Fig. 1: clock nets
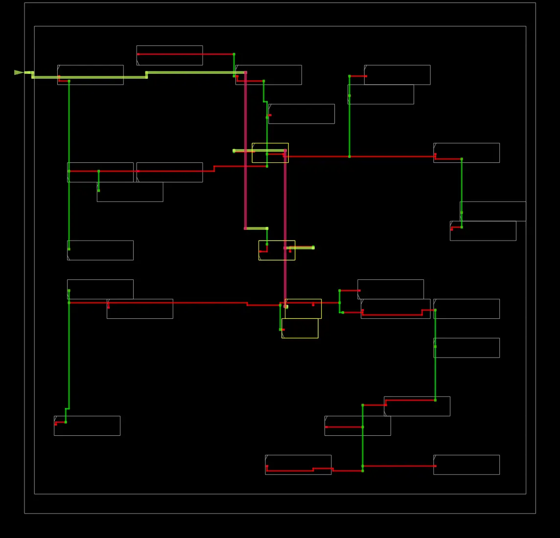
Fig. 2: metal layers overlaid
(4 px per um)
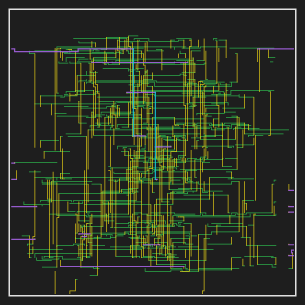
Fig. 3: routed clock nets over the placement
(6 px per um)
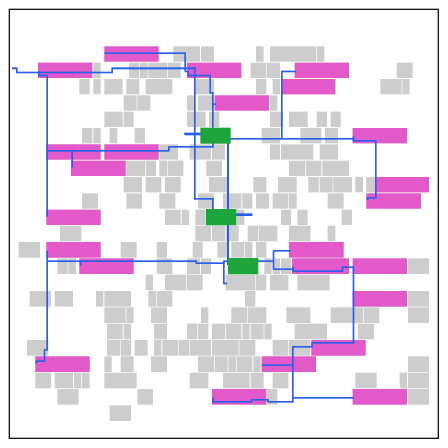
Fig. 4: selected gate families
(4 px per um)
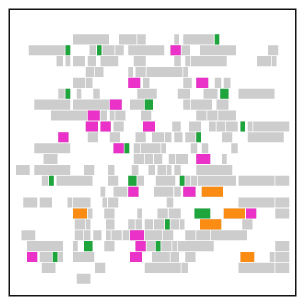
==> src/rtl/chip_boot_pkg.sv <==
// Shared types and default timing constants for the chip boot sequencer.
package chip_boot_pkg;

   typedef enum logic [2:0] {
      IDLE       = 3'd0,
      PLL_RST    = 3'd1,
      WAIT_LOCK  = 3'd2,
      CLK_EN_DLY = 3'd3,
      RST_DLY    = 3'd4,
      INIT_DLY   = 3'd5,
      DONE       = 3'd6,
      FAIL       = 3'd7
   } boot_state_t;

   localparam int DEF_PLL_RST_CYCLES = 100;
   localparam int DEF_CLK_EN_CYCLES  = 10;
   localparam int DEF_SYS_RST_CYCLES = 100;
   localparam int DEF_INIT_CYCLES    = 50;
   localparam int DEF_LOCK_TIMEOUT   = 4096;

   function automatic int max_of(input int a, input int b);
      return (a > b) ? a : b;
   endfunction

   // Width of a down-counter able to hold the largest of the five cycle counts.
   function automatic int cnt_width(input int a, input int b, input int c,
                                    input int d, input int e);
      return $clog2(max_of(max_of(max_of(a, b), max_of(c, d)), e) + 1);
   endfunction

endpackage

==> src/rtl/chip_boot_if.sv <==
// Boot sequencer signal bundle: PLL lock / reboot request in, boot controls out.
interface chip_boot_if;
   logic       pll_lock;
   logic       soft_reboot;
   logic       pll_rst_n;
   logic       clk_en;
   logic       sys_rst_n;
   logic       jtag_rst_l;
   logic       diag_done;
   logic       ok_iob;
   logic       boot_fail;
   logic       lock_lost;
   logic [2:0] boot_state;

   modport slave (
      input  pll_lock, soft_reboot,
      output pll_rst_n, clk_en, sys_rst_n, jtag_rst_l, diag_done, ok_iob,
             boot_fail, lock_lost, boot_state
   );

   modport master (
      output pll_lock, soft_reboot,
      input  pll_rst_n, clk_en, sys_rst_n, jtag_rst_l, diag_done, ok_iob,
             boot_fail, lock_lost, boot_state
   );
endinterface

==> src/rtl/chip_boot_sequencer_sync_2ff.sv <==
// Generic two-flop synchronizer for a single asynchronous level signal.
module sync_2ff (
   input  logic clk,
   input  logic rst,
   input  logic d,
   output logic q
);
   logic meta;

   // Shift the asynchronous input through two flops; reset clears both stages.
   always_ff @(posedge clk or posedge rst) begin
      if (rst) begin
         meta <= 1'b0;
         q    <= 1'b0;
      end else begin
         // NOTE: non-blocking assignments keep both stages a true shift register.
         meta <= d;
         q    <= meta;
      end
   end
endmodule

==> src/rtl/chip_boot_sequencer.sv <==
// Boot sequencer: PLL reset, lock wait, clock enable, reset release, init wait.
module chip_boot_sequencer
   import chip_boot_pkg::*;
#(
   parameter int PLL_RST_CYCLES = DEF_PLL_RST_CYCLES,
   parameter int CLK_EN_CYCLES  = DEF_CLK_EN_CYCLES,
   parameter int SYS_RST_CYCLES = DEF_SYS_RST_CYCLES,
   parameter int INIT_CYCLES    = DEF_INIT_CYCLES,
   parameter int LOCK_TIMEOUT   = DEF_LOCK_TIMEOUT
) (
   input logic       clk,
   input logic       rst,
   chip_boot_if.slave bus
);
   localparam int CW = cnt_width(PLL_RST_CYCLES, CLK_EN_CYCLES, SYS_RST_CYCLES,
                                 INIT_CYCLES, LOCK_TIMEOUT);

   typedef logic [CW-1:0] cnt_t;

   // Everything that changes together on a state entry.
   typedef struct packed {
      boot_state_t state;
      cnt_t        cnt;
      logic        pll_rst_n;
      logic        clk_en;
      logic        sys_rst_n;
      logic        diag_done;
   } regs_t;

   regs_t r;
   logic  boot_fail;
   logic  lock_lost;
   logic  lock_s;
   logic  lock_range;
   logic  reboot_ok;

   // Register image for entering state s: counter preload plus the enables for s.
   function automatic regs_t enter(input boot_state_t s);
      regs_t e;
      e       = '0;
      e.state = s;
      case (s)
         PLL_RST:    e.cnt = cnt_t'(PLL_RST_CYCLES - 1);
         WAIT_LOCK:  begin
            e.cnt       = cnt_t'(LOCK_TIMEOUT - 1);
            e.pll_rst_n = 1'b1;
         end
         CLK_EN_DLY: begin
            e.cnt       = cnt_t'(CLK_EN_CYCLES - 1);
            e.pll_rst_n = 1'b1;
         end
         RST_DLY:    begin
            e.cnt       = cnt_t'(SYS_RST_CYCLES - 1);
            e.pll_rst_n = 1'b1;
            e.clk_en    = 1'b1;
         end
         INIT_DLY:   begin
            e.cnt       = cnt_t'(INIT_CYCLES - 1);
            e.pll_rst_n = 1'b1;
            e.clk_en    = 1'b1;
            e.sys_rst_n = 1'b1;
         end
         DONE:       begin
            e.pll_rst_n = 1'b1;
            e.clk_en    = 1'b1;
            e.sys_rst_n = 1'b1;
            e.diag_done = 1'b1;
         end
         default:    ;
      endcase
      return e;
   endfunction

   sync_2ff u_lock_sync (
      .clk (clk),
      .rst (rst),
      .d   (bus.pll_lock),
      .q   (lock_s)
   );

   // States in which a dropped lock forces a resequence, and in which reboot is honoured.
   assign lock_range = (r.state == CLK_EN_DLY) || (r.state == RST_DLY) ||
                       (r.state == INIT_DLY)   || (r.state == DONE);
   assign reboot_ok  = (r.state != IDLE) && (r.state != FAIL);

   // Boot FSM with shared down-counter and registered outputs; restarts take priority.
   always_ff @(posedge clk or posedge rst) begin
      if (rst) begin
         r         <= '0;
         boot_fail <= 1'b0;
         lock_lost <= 1'b0;
      end else if (lock_range && !lock_s) begin
         r         <= enter(PLL_RST);
         lock_lost <= 1'b1;
      end else if (bus.soft_reboot && reboot_ok) begin
         r <= enter(PLL_RST);
      end else begin
         case (r.state)
            IDLE:       r <= enter(PLL_RST);
            PLL_RST:    if (r.cnt == '0) r <= enter(WAIT_LOCK);
                        else             r.cnt <= r.cnt - 1'b1;
            WAIT_LOCK:  if (lock_s)          r <= enter(CLK_EN_DLY);
                        else if (r.cnt == '0) begin
                           r         <= enter(FAIL);
                           boot_fail <= 1'b1;
                        end else r.cnt <= r.cnt - 1'b1;
            CLK_EN_DLY: if (r.cnt == '0) r <= enter(RST_DLY);
                        else             r.cnt <= r.cnt - 1'b1;
            RST_DLY:    if (r.cnt == '0) r <= enter(INIT_DLY);
                        else             r.cnt <= r.cnt - 1'b1;
            INIT_DLY:   if (r.cnt == '0) r <= enter(DONE);
                        else             r.cnt <= r.cnt - 1'b1;
            default:    ;  // DONE and FAIL hold
         endcase
      end
   end

   assign bus.pll_rst_n  = r.pll_rst_n;
   assign bus.clk_en     = r.clk_en;
   assign bus.sys_rst_n  = r.sys_rst_n;
   assign bus.jtag_rst_l = r.sys_rst_n;
   assign bus.diag_done  = r.diag_done;
   assign bus.ok_iob     = r.diag_done;
   assign bus.boot_fail  = boot_fail;
   assign bus.lock_lost  = lock_lost;
   assign bus.boot_state = r.state;
endmodule

==> src/flat_wrapper.sv <==
// flat-port wrapper written by rule: the top's interface ports become plain ports
module chip_boot_sequencer_flat import chip_boot_pkg::*;
#(
   parameter int PLL_RST_CYCLES = DEF_PLL_RST_CYCLES,
   parameter int CLK_EN_CYCLES  = DEF_CLK_EN_CYCLES,
   parameter int SYS_RST_CYCLES = DEF_SYS_RST_CYCLES,
   parameter int INIT_CYCLES    = DEF_INIT_CYCLES,
   parameter int LOCK_TIMEOUT   = DEF_LOCK_TIMEOUT
)
  (clk, rst, bus_pll_lock, bus_soft_reboot, bus_pll_rst_n, bus_clk_en, bus_sys_rst_n, bus_jtag_rst_l, bus_diag_done, bus_ok_iob, bus_boot_fail, bus_lock_lost, bus_boot_state);
  chip_boot_if bus_i ();
  input logic clk;
  input logic rst;
  input wire logic [$bits(bus_i.pll_lock)-1:0] bus_pll_lock;
  input wire logic [$bits(bus_i.soft_reboot)-1:0] bus_soft_reboot;
  output wire logic [$bits(bus_i.pll_rst_n)-1:0] bus_pll_rst_n;
  output wire logic [$bits(bus_i.clk_en)-1:0] bus_clk_en;
  output wire logic [$bits(bus_i.sys_rst_n)-1:0] bus_sys_rst_n;
  output wire logic [$bits(bus_i.jtag_rst_l)-1:0] bus_jtag_rst_l;
  output wire logic [$bits(bus_i.diag_done)-1:0] bus_diag_done;
  output wire logic [$bits(bus_i.ok_iob)-1:0] bus_ok_iob;
  output wire logic [$bits(bus_i.boot_fail)-1:0] bus_boot_fail;
  output wire logic [$bits(bus_i.lock_lost)-1:0] bus_lock_lost;
  output wire logic [$bits(bus_i.boot_state)-1:0] bus_boot_state;
  assign bus_i.pll_lock = bus_pll_lock;
  assign bus_i.soft_reboot = bus_soft_reboot;
  assign bus_pll_rst_n = bus_i.pll_rst_n;
  assign bus_clk_en = bus_i.clk_en;
  assign bus_sys_rst_n = bus_i.sys_rst_n;
  assign bus_jtag_rst_l = bus_i.jtag_rst_l;
  assign bus_diag_done = bus_i.diag_done;
  assign bus_ok_iob = bus_i.ok_iob;
  assign bus_boot_fail = bus_i.boot_fail;
  assign bus_lock_lost = bus_i.lock_lost;
  assign bus_boot_state = bus_i.boot_state;
  chip_boot_sequencer #(.PLL_RST_CYCLES(PLL_RST_CYCLES), .CLK_EN_CYCLES(CLK_EN_CYCLES), .SYS_RST_CYCLES(SYS_RST_CYCLES), .INIT_CYCLES(INIT_CYCLES), .LOCK_TIMEOUT(LOCK_TIMEOUT)) u_core (.clk(clk), .rst(rst), .bus(bus_i));
endmodule
==> config.mk <==
export PLATFORM = sky130hd
export DESIGN_NAME = chip_boot_sequencer_flat
export DESIGN_NICKNAME = d
export VERILOG_FILES = /design/src/rtl/chip_boot_pkg.sv /design/src/rtl/chip_boot_if.sv /design/src/rtl/chip_boot_sequencer_sync_2ff.sv /design/src/rtl/chip_boot_sequencer.sv /design/src/flat_wrapper.sv
export SDC_FILE = /design/constraint.sdc
export NUM_CORES = 1
export LEC_CHECK = 0
export ABC_CLOCK_PERIOD_IN_PS = 2300
export CELL_PAD_IN_SITES_DETAIL_PLACEMENT = 0
export CELL_PAD_IN_SITES_GLOBAL_PLACEMENT = 2
export CORE_UTILIZATION = 35
export CTS_CLUSTER_SIZE = 20
export DETAILED_ROUTE_END_ITERATION = 10
export PLACE_DENSITY_LB_ADDON = 0.1
export SLEW_MARGIN = 20
export SYNTH_ARGS = -nofsm -noshare
export SYNTH_HDL_FRONTEND = slang
export SYNTH_SLANG_ARGS = --single-unit
==> constraint.sdc <==
create_clock -name clk -period 2.3 [get_ports clk]
set_clock_uncertainty 0.05 [all_clocks]
set_input_delay 0.69 -clock clk [delete_from_list [all_inputs] [get_ports clk]]
set_output_delay 0.69 -clock clk [all_outputs]
set_load 0.005 [all_outputs]
==> impl_metrics.tcl <==
# metrics dict for downstream scripts
set metrics [dict create \
    final_util 0.451 \
    met2_usage 0.276 \
    syn_inst 188 \
    tritoncts "yes" \
    synthesis.nets 194 \
    ports_placed_on_the_boundary 15 \
    power.density_cell_area_nw_per_um2 1200 \
    synthTopCellsByArea "sky130_fd_sc_hd__dfrtp_1 (36%), sky130_fd_sc_hd__a21oi_1 (3.6%), sky130_fd_sc_hd__nor2_1 (3.6%)" \
    setup.worst_path.class "reg2out" \
    postSynthAreaPerCell_um2 8.93 \
    timing.hold.worst_path_depth 0 \
    grt_antenna_before_repair 0 \
    power.static_leakage_nw 0.866 \
    route.final.wire_length_um 4150 \
    max_freq_ghz 0.451 \
    dominantRegCellSynth "sky130_fd_sc_hd__dfrtp_1" \
    min-delay-path-class "reg2reg" \
    hold_violations 0 \
    setup_viol_count_final 0 \
    routedLengthMet1_um 2180 \
    postLayoutCellArea_um2 2020 \
    cts_made_buffers 3 \
    area_growth_syn_to_layout_pct 20.2 \
    chip_area_line_of_the_yosys_report_um2 1680 \
    fp_util 0.375 \
    critical_path_slowest_stage_cell "sky130_fd_sc_hd__clkdlybuf4s50_1" \
    worst_hold_startpoint "u_core.u_lock_sync.meta" \
    worst_path_largest_cell_delay_ps 560 \
    chip_area_um2 5080 \
    rr_endpoint "u_core.r[15]" \
    ys.warnings.count 0 \
    crit_path_end_kind "output port" \
    final_layout_size_suffix_gt1_frac 0.203 \
    ctsRootBufferMaster "sky130_fd_sc_hd__clkbuf_8" \
    status "completed" \
    arrival_ps 1480 \
    min_delay_worst_endpoint "u_core.u_lock_sync.q" \
    clkTransAtPathRegs_ps 90 \
    antenna_cells 0 \
    top_usage_layer "met2" \
    die_h_um 71.3 \
    cts_max_level 1 \
    synth-edff-count 0 \
    drc 0 \
    die.size.x_um 71.3 \
    maximum_number_of_pins_on_one_net_before_global_route_repair 25 \
    wl_per_cell_um 15.7 \
    hold-worst-slack_ps 310 \
    worstReg2RegStart "u_core.bus.boot_state[1]" \
    totalNegativeSetupSlack_ps 0 \
    setup_repair_after_global_routing_missed_its_margin "false" \
    postSynth.asyncResetShare 1.00 \
    drt_iter0_markers 80 \
    fin_nets 219 \
    routed-via-count 1454 \
    max_cap_violations 0 \
    timing.critical_path.cells "buf_4 > clkdlybuf4s50_1" \
    yosysTopAreaCell "sky130_fd_sc_hd__dfrtp_1" \
    critical_path.n_buffers_inverters 2 \
    timing.critical_path.max_delay_family "buffers and inverters" \
    maximum_clock_insertion_buffer_count 2 \
    warnings 26 \
    worst_pin_slew_ps 390 \
    antenna_left 0 \
    via_per_inst 5.51 \
    dp_hpwl_um 3020 \
    ys_cells 188 \
    use_met3 0.0225 \
    synthesis.area_um2 1680 \
    port_buffers 14 \
    grt_use_met1 0.269 \
    route.met2.wl_um 1780 \
    grt_use_total 0.179 \
    worst_setup_path_startpoint "u_core.bus.boot_state[2]" \
    top_cell_area_share 0.358 \
    highest_layer "met4" \
    detail_route.first_pass.iterations 4 \
    final_period_minus_worst_setup_slack_ps 2220 \
    slew_headroom 0.738 \
    worst-r2r-setup-slack_ps 230 \
    core-area_um2 4470 \
    met3RoutedLength_um 138 \
    final_min_period_over_clock_period 0.964 \
    synth_flops 24 \
    crit_fanout 22 \
    grt_pass1_vias 1417 \
    global_route_wire_length_before_repair_um 7110 \
    timing_max_transition_violations_final 0 \
    timing.critical_path.from_type "flop" \
    postPlaceCellArea_um2 1950 \
    place_congestion 0.775 \
    synth.yosys.seq_area_share 0.358 \
    data_required_critical_path_ps 1560 \
    placement_rows 24 \
    r2r.worst_path.cells 7 \
    synth.lib_cells_used.distinct 54 \
    maximum_resistive_drop_on_vdd_mv 0.443 \
    global_route.overflow_total 0 \
]
-- Fig. 1 (at the start) --
TritonCTS Sinks: 24
clk latency late pin: 280 ps

-- Fig. 2 (at the start) --
legend:
  M1:
    colour: green
    wire_length: 2,180 um
  M4:
    colour: cyan
    wire_length: 43.5 um
  M3:
    colour: purple
    wire_length: 139 um
  M2:
    colour: yellow
    wire_length: 1,780 um

-- Fig. 3 (at the start) --
legend:
  flip-flops:
    colour: magenta
    count: 24
  clock wires:
    colour: blue
    length: 391 um
  clock-net drivers:
    colour: green
    count: 3
routed clock nets: 4
share of power burned in the clock network: 0.126
clock network power consumption: 0.306 mW

-- Fig. 4 (at the start) --
legend:
  non-inverting ao/oa cells:
    colour: magenta
    cells: 18
  nand cells:
    colour: green
    cells: 17
  mux cells:
    colour: orange
    cells: 5
Finished Layout Cells: 264
Comb/total area: 0.471

synthesized netlist by cell type (4+ instances only):
cell type and count:
sky130_fd_sc_hd__o22ai_1 4, sky130_fd_sc_hd__o21ai_0 9, sky130_fd_sc_hd__a21o_1 5, sky130_fd_sc_hd__dfrtp_1 24, sky130_fd_sc_hd__a21oi_1 12, sky130_fd_sc_hd__buf_4 5, sky130_fd_sc_hd__nor2_1 16, sky130_fd_sc_hd__buf_2 10
sky130_fd_sc_hd__or3_1 5, sky130_fd_sc_hd__nand2_1 12, sky130_fd_sc_hd__nor3_1 6, sky130_fd_sc_hd__o21ai_1 5, sky130_fd_sc_hd__inv_1 8
worst max path at each step:
| stage | endpoint | slack [ps] | depth (start not counted) |
|---|---|---|---|
| after global placement | u_core.bus.boot_state[0] | -170 | 7 |
| final | bus_boot_state[2] | 80 | 2 |
| after global routing | u_core.bus.boot_state[0] | 10 | 7 |
| after floorplan | u_core.bus.boot_state[0] | 210 | 7 |
| after CTS | bus_boot_state[2] | 80 | 2 |
| after detailed placement | u_core.bus.boot_state[0] | -200 | 7 |
registers in the layout, indices dropped and copies added (netlist names):
register and flops:
u_core.bus.diag_done 1, u_core.u_lock_sync.q 1, u_core.bus.clk_en 1, u_core.bus.lock_lost 1
u_core.r 13, u_core.bus.pll_rst_n 1, u_core.bus.boot_state 3, u_core.u_lock_sync.meta 1
u_core.bus.jtag_rst_l 1, u_core.bus.boot_fail 1
per-stage QoR:
step | total power [mW] | setup slack (ps) | std cells
floorplan | 1.62 | 210 | 188
CTS | 2.42 | 84.0 | 264
global route | 2.62 | 12.4 | 264
global placement | 2.10 | -170 | 260
finish | 2.42 | 82.2 | 264
detailed placement | 2.11 | -199 | 260
placed cells by master, fill, tap and decap left out, types with 6 or more instances in the layout:
cell type,count
sky130_fd_sc_hd__buf_4,23
sky130_fd_sc_hd__dfrtp_1,23
sky130_fd_sc_hd__nor2_1,16
sky130_fd_sc_hd__clkdlybuf4s50_1,14
sky130_fd_sc_hd__a21oi_1,12
sky130_fd_sc_hd__nand2_1,12
sky130_fd_sc_hd__o21ai_0,9
sky130_fd_sc_hd__inv_1,8
sky130_fd_sc_hd__nor3_1,6
area by class of cell:
class,instances,area [um^2]
timing repair buffer,37,313
multi-input combinational,138,950
fill,427,2460
tap,52,65.1
sequential,24,602
clock buffer,4,55.1
inverter,9,33.8
repair_timing:
action	CTS	global route
hold buffers	0	0
hold endpoints to repair	0	0
resized	1	2
setup endpoints to repair	1	11
pin swaps	0	0
buffers inserted	0	0
report_power, final:
group | leakage, nW | switching (mW) | internal, mW
clock | 0.0288 | 0.153 | 0.153
combinational | 0.536 | 0.760 | 0.746
sequential | 0.301 | 0.102 | 0.509
total | 0.866 | 1.01 | 1.41
logic make-up after synthesis:
logic type,count (synthesis),share of synthesized area
AND/OR/NAND/NOR,63,0.212
AND-OR/OR-AND,62,0.265
buffers and inverters,26,0.0812
flip-flops,24,0.358
XOR/XNOR,6,0.0313
multiplexers,5,0.0387
adder cells (fa/ha/maj),2,0.0149
Power and IR drop assume default switching activity.
